==> config.mk <==
export PLATFORM = sky130hd
export DESIGN_NAME = uart_tx_core
export DESIGN_NICKNAME = d
export VERILOG_FILES = /design/src/rtl/uart_tx_core.sv
export SDC_FILE = /design/constraint.sdc
export NUM_CORES = 1
export LEC_CHECK = 0
export CORE_ASPECT_RATIO = 0.5
export CORE_MARGIN = 5
export CORE_UTILIZATION = 36
export DETAILED_ROUTE_END_ITERATION = 10
export PLACE_DENSITY = 0.62
export SETUP_SLACK_MARGIN = 0.4
export SLEW_MARGIN = 30
export SYNTH_ARGS = -nofsm -noshare
export SYNTH_HDL_FRONTEND = slang
export SYNTH_SLANG_ARGS = --single-unit
==> constraint.sdc <==
create_clock -name clk -period 1.8 [get_ports clk]
set_input_delay 0.45 -clock clk [delete_from_list [all_inputs] [get_ports clk]]
set_output_delay 0.45 -clock clk [all_outputs]
set_load 0.01 [all_outputs]
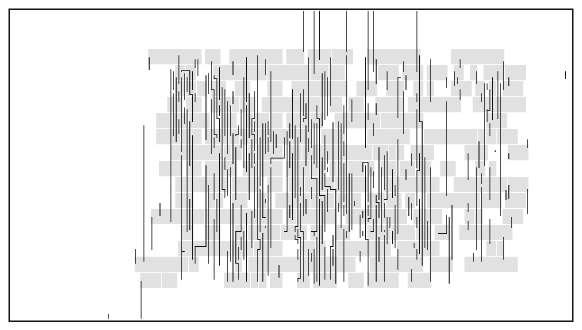
Run 1: the metal 2 layer
Cells faint in the background.
longest straight run	31.2 um
wire length on this layer	1760 um
final WL: 3.485 mm
grt met2 use: 24.05%

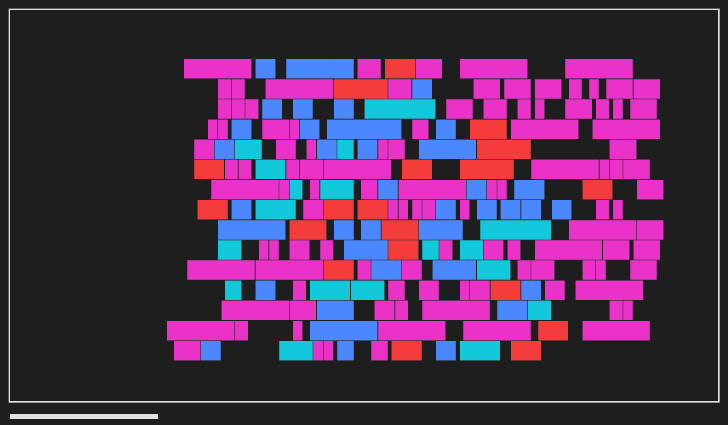
Run 1: sizing map
The bar under the picture is 20 um long.
colour	size	cells
magenta	drive 1 or less	110
blue	drive 3 to 4	38
cyan	drive 2	18
red	drive 6 and up	19
Area Growth Syn to Fin: 53.65%
fin area: 2028 um^2
number of signal-net buffers in the layout: 53
slack of the critical path: 179.3 ps

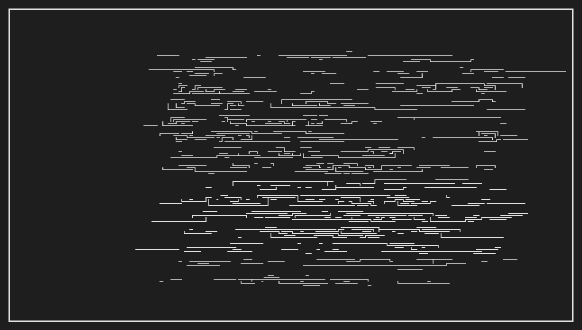
Run 1: the metal 1 layer
share of all routed wire	44%
main direction	horizontal
longest straight run	24.4 um
nets with wire on the layer	187
wire length on this layer	1530 um
via count: 1187
grt met1 use: 15.40%

==> reports/results.tsv, run 1 <==
stage	metric	value	unit
die	# rows	15	
global_routing	vias in the first global route	1134	
layout	flop share of the area	28.50	%
pwr	pwr dens	1299	nW/um^2
routing	Via-to-Cell Ratio	5.030	
layout	Top cell excl fill/tap	buf_4	
setup_path	Worst setup SP type	flop	
setup_path	Crit path arrival time	1820	ps
synth	Async SR Flop Fraction	100.0	%
die	DIE WIDTH	95.64	um
layout	combinational share of cell area	39.79	%
synth	Mux cell area share	6.066	%
timing	Setup Skew	2.264	ps
placement	Place WS	-125.2	ps
clocking	post-cts repair resize count	30	
layout	Clock buf/inv share	2.283	%
run_status	status	complete, no violations	
pwr	Peak VDD IR	429.0	uV
pwr	power consumption	2.635	mW
synth	YS chip area	1320	um^2
timing	Setup Viol. Count Final	0	
layout	most frequent cells in the layout	buf_4 (25), dfrtp_1 (21), nand2_1 (18)	
die	Die Size	5051	um^2
layout	layout cells sized above 1	40.54	%
die	n_taps	51	
setup_path	Critical Path Max Stage Delay	380	ps
setup_path	crit path kind	reg -> reg	
layout	Gate Area	807.0	um^2
layout	Layout Utilization	58.10	%
timing	Pins Over Slew Limit	0	
run	tool warning count	31	
clocking	Max Root-Sink Buffers	2	
synth	Compound Share, Synth	18.58	%
clocking	Hold-fix buffers, CTS	0	
layout	Fillers	315	
clocking	Clock Root Buffer	clkbuf_8	
placement	Port-buffer cells	14	
die	Die H	52.82	um
layout	n_diodes	0	
layout	Flop area	578.1	um^2
layout	comb_multi_in	100	
setup_path	Levels on crit path	7	
setup_path	flop2flop setup slack	180	ps
clocking	CTS clk-pin slew, worst paths	80	ps
routing	ANT nets after route	0	
synth	Post-Synth Adder-Cell Area	4.739	%
synth	Synth area leader	dfrtp_1	
timing	fin crit period	1621	ps
clocking	CTS sink count	23	
## run 1: cells in the mapped netlist (all sizes together) (2+ instances only)
library cell,instances
o21ai,16
o21bai,2
nand2,21
o22ai,2
inv,5
nand3b,4
a21oi,5
mux2i,8
buf,8
ha,5
nor4b,2
nor2,5
a31oi,2
a211oi,3
nand3,5
dfstp,2
a21o,2
dfrtp,21
nor3,5
## run 1: routing by layer
metal,GRT usage (%),up-vias,part of all wire (%)
met5,0,-,0
met4,4.717,0,1.9
met3,4.161,6,3.7
met2,24.05,24,50
met1,15.40,573,44
li1,-,584,-
## run 1: power breakdown
group / switching (mW) / total [mW] / internal [mW]
Sequential: 0.152 / 0.873 / 0.721
Clock: 0.170 / 0.325 / 0.155
Combinational: 0.659 / 1.44 / 0.778
Run 1, metal layers overlaid:
Only two layers are drawn.
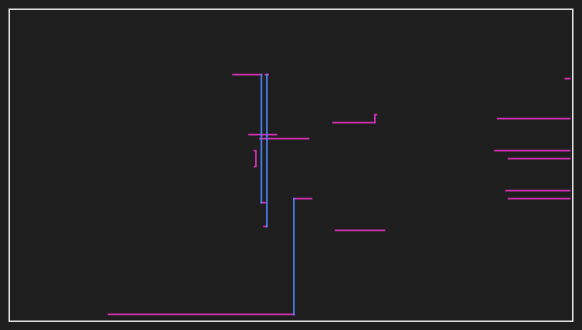

==> run 1 -> run 2 <==
--- a/config.mk
+++ b/config.mk
@@ -9,6 +9,7 @@
 export CORE_MARGIN = 5
 export CORE_UTILIZATION = 36
 export DETAILED_ROUTE_END_ITERATION = 10
+export MAX_ROUTING_LAYER = met4
 export PLACE_DENSITY = 0.62
 export SETUP_SLACK_MARGIN = 0.4
 export SLEW_MARGIN = 30
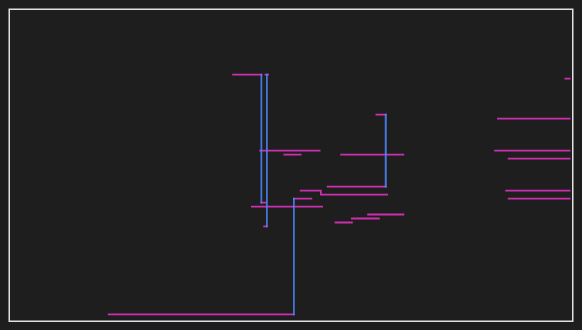
Run 2: metal layers overlaid
Only two layers are drawn.
colour	layer	wire length
magenta	met3	173 um
blue	met4	79.6 um
final WL: 3.479 mm
via count: 1202

==> run 2 against run 1 <==
Compared with the run above: clock skew is 0.70 ps higher; critical path type unchanged; non-clock buffer count stayed put; combinational power hardly changed; first-iteration DRC count is 4.8% lower; sequential share of layout area stayed put; synthesized cell count stayed put; cell count stayed put; sequential power hardly changed; global-route usage is 0.36 points higher.
==> reports/results.tsv, run 2 <==
stage	metric	value	unit	change
run_status	status	complete, no violations		
synth	Async SR Flop Fraction	100.0	%	unchanged
routing	Via-to-Cell Ratio	5.093		+1.3%
routing	highest metal used	met4		
pwr	Clk pwr share	12.4	%	about the same
placement	Place WS	-125.2	ps	unchanged
run	tool warning count	31		unchanged
pwr	sequential cell power	0.873	mW	about the same
timing	Setup Skew	2.968	ps	+0.7039 ps
setup_path	Levels on crit path	7		unchanged
synth	Synth top cell by count	dfrtp_1		
pwr	Switch Pwr	0.9824	mW	about the same
synth	Synth area leader	dfrtp_1		
synth	top cells by count	dfrtp_1 (21), nand2_1 (20), o21ai_1 (12), mux2i_1 (8)		
layout	Fillers	315		unchanged
timing	Setup Viol. Count Final	0		unchanged
timing	fin crit period	1620	ps	-0.7270 ps
placement	Port-buffer cells	14		unchanged
layout	layout cells sized above 1	40.54	%	unchanged
pwr	power consumption	2.636	mW	about the same
layout	n_diodes	0		unchanged
layout	most frequent cells in the layout	buf_4 (25), dfrtp_1 (21), nand2_1 (18)		
pwr	Main power group	combinational cells		
pwr	Clock Power	0.328	mW	about the same
timing	Pins Over Slew Limit	0		unchanged
pwr	Peak VDD IR	431.8	uV	+0.64%
pwr	Reg power frac	33.1	%	about the same
clocking	Hold-fix buffers, CTS	0		unchanged
die	DIE WIDTH	95.64	um	unchanged
setup_path	flop2flop setup slack	180	ps	about the same
setup_path	Critical Path Max Stage Delay	380	ps	about the same
global_routing	vias in the first global route	1134		unchanged
die	Die H	52.82	um	unchanged
clocking	Max Root-Sink Buffers	2		unchanged
setup_path	crit path kind	reg -> reg		
layout	Layout Utilization	58.10	%	unchanged
clocking	CTS sink count	23		unchanged
routing	met3 WL post-DR	173	um	+33%
pwr	Pint	1.654	mW	about the same
layout	Top cell excl fill/tap	buf_4		
routing	WL met1	1.481	mm	-3.0%
global_routing	grt met3 use	4.161	%	unchanged
setup_path	Worst setup SP type	flop		
layout	fin area	2028	um^2	unchanged
global_routing	grt met1 use	15.40	%	unchanged
timing	slack of the critical path	180.0	ps	+0.7270 ps
pwr	Comb power	1.44	mW	about the same
clocking	CTS clk-pin slew, worst paths	80	ps	about the same
global_routing	grt met2 use	24.05	%	unchanged
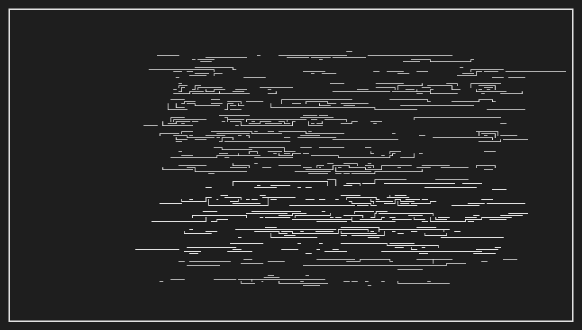
Run 2: the metal 1 layer
share of all routed wire	43%
main direction	horizontal

-- run 2: repair_timing --
item                       in CTS  in global routing
setup endpoints to repair      25                 24
buffers inserted               14                 10
pin swaps                      11                 14
gates resized                  30                 26
-- run 2: area by class of cell --
type / count / area [um^2] / area share (%)
clock buffer: 3 / 41.29 / 2.036
clock inverter: 1 / 5.005 / 0.2468
inverter: 5 / 21.27 / 1.049
multi-input combinational: 100 / 807.0 / 39.79
sequential: 23 / 578.1 / 28.50
tap: 51 / 63.81 / 3.146
timing repair buffer: 53 / 511.7 / 25.23
-- run 2: kinds of logic after synthesis --
family	Yosys count	synth area share [%]
fa+ha+maj	5	4.739
compound gates	34	18.58
buf+inv	13	5.592
flops	23	43.79
simple gates	53	21.23
mux	8	6.067
Power is estimated from default activity; no workload was simulated.
